## config.mk

```make
export PLATFORM = sky130hd
export DESIGN_NAME = align_shifter_pipe
export DESIGN_NICKNAME = d
export VERILOG_FILES = /design/src/rtl/align_shifter_pipe.sv
export SDC_FILE = /design/constraint.sdc
export NUM_CORES = 1
export LEC_CHECK = 0
export ABC_CLOCK_PERIOD_IN_PS = 2200
export CAP_MARGIN = 20
export CORE_UTILIZATION = 45
export CTS_CLUSTER_DIAMETER = 200
export CTS_CLUSTER_SIZE = 40
export DETAILED_ROUTE_END_ITERATION = 16
export SYNTH_ARGS = -nofsm -noshare
export SYNTH_HDL_FRONTEND = slang
export SYNTH_SLANG_ARGS = --single-unit
```

## constraint.sdc

```tcl
create_clock -name clk -period 2.2 [get_ports clk]
set_input_delay 0.44 -clock clk [delete_from_list [all_inputs] [get_ports clk]]
set_output_delay 0.44 -clock clk [all_outputs]
set_load 0.01 [all_outputs]
```

## src/rtl/align_shifter_pipe.sv

```systemverilog
// Pipelined alignment/normalisation barrel shifter with valid/ready flow control.
// Produces the adjusted exponent plus sticky/lost/range/overflow flags that travel with each beat.
module align_shifter_pipe #(
    parameter int EXP_W     = 8,
    parameter int MAN_W     = 28,
    parameter int REG_EVERY = 1
) (
    input  logic             clk,
    input  logic             rst_n,
    input  logic             in_valid,
    output logic             in_ready,
    input  logic             dir,
    input  logic             mode,
    input  logic [EXP_W-1:0] exp,
    input  logic [EXP_W-1:0] exp_target_or_diff,
    input  logic [MAN_W-1:0] mantis,
    output logic             out_valid,
    input  logic             out_ready,
    output logic [EXP_W-1:0] exp_out,
    output logic [MAN_W-1:0] mantis_out,
    output logic             sticky,
    output logic             lost,
    output logic             range_err,
    output logic             exp_ovf
);
    localparam int LEVELS = $clog2(MAN_W);

    // flag holds sticky (right shifts) or lost (left shifts); dir selects which output shows it
    typedef struct packed {
        logic              valid;
        logic              dir;
        logic              range_err;
        logic              exp_ovf;
        logic [EXP_W-1:0]  exp;
        logic [LEVELS-1:0] sh;
        logic [MAN_W-1:0]  mant;
        logic              flag;
    } beat_t;

    logic             advance;
    logic [EXP_W:0]   sh_full;
    logic [EXP_W:0]   e_full;
    logic             neg;
    logic [MAN_W-1:0] ones;
    beat_t            cap;
    beat_t            out_q;
    logic             unused_sh;

    assign ones     = '1;
    assign advance  = ~out_valid | out_ready;
    assign in_ready = advance;

    // Capture: shift amount and exponent in EXP_W+1 bits; oversize shifts resolve here
    // so the barrel only ever sees amounts below MAN_W.
    always_comb begin
        sh_full       = {1'b0, exp_target_or_diff};
        e_full        = '0;
        neg           = 1'b0;
        cap           = '0;
        cap.valid     = in_valid;
        cap.dir       = dir;
        if (!mode) begin
            if (!dir) begin
                e_full      = {1'b0, exp} + {1'b0, exp_target_or_diff};
                cap.exp_ovf = e_full[EXP_W];
            end else begin
                e_full      = {1'b0, exp} - {1'b0, exp_target_or_diff};
                cap.exp_ovf = (exp < exp_target_or_diff);
            end
        end else begin
            e_full = {1'b0, exp_target_or_diff};
            if (!dir) begin
                neg     = (exp_target_or_diff < exp);
                sh_full = {1'b0, exp_target_or_diff} - {1'b0, exp};
            end else begin
                neg     = (exp < exp_target_or_diff);
                sh_full = {1'b0, exp} - {1'b0, exp_target_or_diff};
            end
            if (neg) begin
                cap.range_err = 1'b1;
                sh_full       = '0;
                e_full        = {1'b0, exp};
            end
        end
        cap.exp  = e_full[EXP_W-1:0];
        cap.mant = mantis;
        if (32'(sh_full) >= 32'(MAN_W)) begin
            cap.mant = '0;
            cap.flag = |mantis;
            cap.sh   = '0;
        end else begin
            cap.sh   = sh_full[LEVELS-1:0];
        end
    end

    for (genvar k = 0; k < LEVELS; k++) begin : g_lvl
        localparam int SHIFT = 1 << k;
        localparam bit REG   = (REG_EVERY != 0) || (k == LEVELS - 1);
        beat_t d;
        beat_t s;
        beat_t q;

        if (k == 0) begin : g_src
            assign d = cap;
        end else begin : g_src
            assign d = g_lvl[k-1].q;
        end

        always_comb begin
            s = d;
            if (d.sh[k]) begin
                if (!d.dir) begin
                    s.flag = d.flag | (|(d.mant & ~(ones << SHIFT)));
                    s.mant = d.mant >> SHIFT;
                end else begin
                    s.flag = d.flag | (|(d.mant & ~(ones >> SHIFT)));
                    s.mant = d.mant << SHIFT;
                end
            end
        end

        // Every stage freezes together when downstream stalls
        if (REG) begin : g_reg
            always_ff @(posedge clk or negedge rst_n) begin
                if (!rst_n) begin
                    q <= '0;
                end else if (advance) begin
                    q <= s;
                end
            end
        end else begin : g_comb
            assign q = s;
        end
    end

    assign out_q      = g_lvl[LEVELS-1].q;
    assign out_valid  = out_q.valid;
    assign exp_out    = out_q.exp;
    assign mantis_out = out_q.mant;
    assign sticky     = out_q.flag & ~out_q.dir;
    assign lost       = out_q.flag & out_q.dir;
    assign range_err  = out_q.range_err;
    assign exp_ovf    = out_q.exp_ovf;
    assign unused_sh  = ^out_q.sh;
endmodule

```

==> GITHUB_STEP_SUMMARY <==
## Implementation flow summary

| Metric | Value |
|---|---|
| Tap cells | 335 |
| FP Util | 45.9% |
| Post-synth EDFFs | 0 |
| Hold Fails Final Rpt | 0 |
| FF-to-FF path depth | 4 |
| Worst reg2reg setup slack | about 0.53 ns |
| Synthesized registers | 215 |
| Cell family with most CP delay | AND-OR/OR-AND gates |
| Buffering overhead | ~16% |
| CP Launch Point | exp[0] |
| Async set-reset flop share out of synthesis | 100% |
| Clk_buf instances | 9 |
| Logic Gate Count | about 1000 |
| Area share of the largest cell type after synthesis | 45.1% |
| Switch Pwr | 5.78 mW |
| Max FFs per register | around 180 |
| Antenna cells | 0 |
| Max cap viols | 0 |
| Final WL | 29700 um |
| M2 GR Usage | ~38% |
| AND-OR/OR-AND share of the synthesized area | 19.3% |
| Rows | 59 |
| Status | finished with violations |
| Htree depth | 1 |
| Crit path cell chain | buf_12 -> inv_12 -> ha_4 -> inv_2 -> fa_2 -> a211oi_4 -> nor4_4 -> nor4b_4 -> a31oi_2 -> a2bb2oi_2 -> a21oi_2 -> nor3_4 -> buf_6 -> buf_12 -> a22o_1 |
| HP Class | in -> async |
| Die y size | ~160 um |
| Synth top cell by count | nand2_1 |
| Post-route cell area | approximately 15000 um^2 |
| Seq share, synth | a little under half |
| Wire length on met2 | between 10000 and 15000 um |
| Synth Area in XOR/XNOR | 0.882% |
| Via count | approximately 10000 |
| # hold bufs at CTS | 1 |
| Unique cell types | ~56 |
| Finish-stage setup viols | 33 |
| CTS root buf | clkbuf_16 |
| Post-Synthesis Net Count | 1482 |
| Non-CTS inverters | 34 |
| Failing checks | setup timing |
| Ys flop type | dfrtp_1 |
| Setup TNS | -9.03 ns |
| Yosys top cell by area | dfrtp_1 |
| DR DRC count | 0 |
| Multiplexer share | under 10% |
| GR peak layer | met2 |
| CTS Buf Count | 9 |
| Largest net degree at the start of global routing | approximately 83 |
| Crit share post-route | 113% |
| Setup bufs post-CTS | 14 |
| Hold_ws | approximately 0.43 ns |
| Placed cells | ~1800 |
| GR Util met1 | about a third |
| Top cells by area | dfrtp_1 (45%), nand2_1 (11%), o21ai_0 (6.9%) |
| Tmin final | about 2.5 ns |
| Post-layout nets | between 1500 and 2000 |
| Most numerous cell on the critical path | buf_12 |
| TritonCTS clock tree | done |
| R2R Path End | g_lvl[1].q[5] |
| Post-place instance area | 13700 um^2 |
| Overall power | about 15 mW |
| Logic area | between 6000 and 7000 um^2 |
| All-Layer GR Usage | ~22% |
| Worst setup margin | -0.296 ns |
| Syn Std Cell Area | 11900 um^2 |
| Met3 WL | a little over 700 um |
| Antenna-violating nets left | 0 |
| Clk slew on worst S/H paths | around 0.14 ns |
| Pwr Density | between 1000 and 1500 nW/um^2 |
| GP Congestion | around 0.89 |
| Seq area share | a little over a third |
| Final HPWL DP | approximately 21000 um |
| Internal power | a little over 9 mW |
| Yosys adder share | ~3.0% |
placement.png
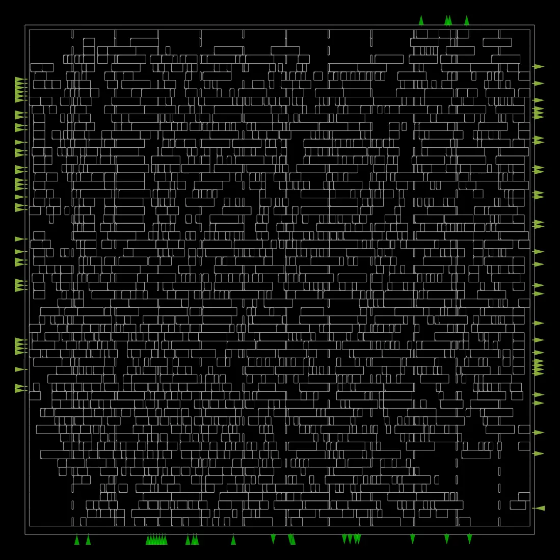
fill count: 2417
fin cells: 1857
Layout Utilization: 56.7%

clk_routes.png
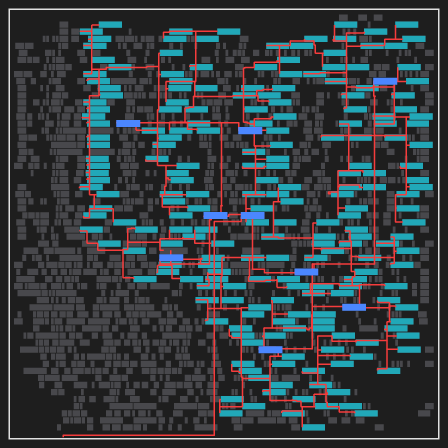
[blue] clock drivers | count: 9
[cyan] flip-flops | count: 215
[red] clock wires | length: 2260 um
flops lie: spread over the die
Clock Power Share: 13.1%
Worst Skew: 0.0348 ns
Late-Pin Clk Latency: 0.48 ns
Power Clock: 1.97 mW

Power and IR drop assume default switching activity.
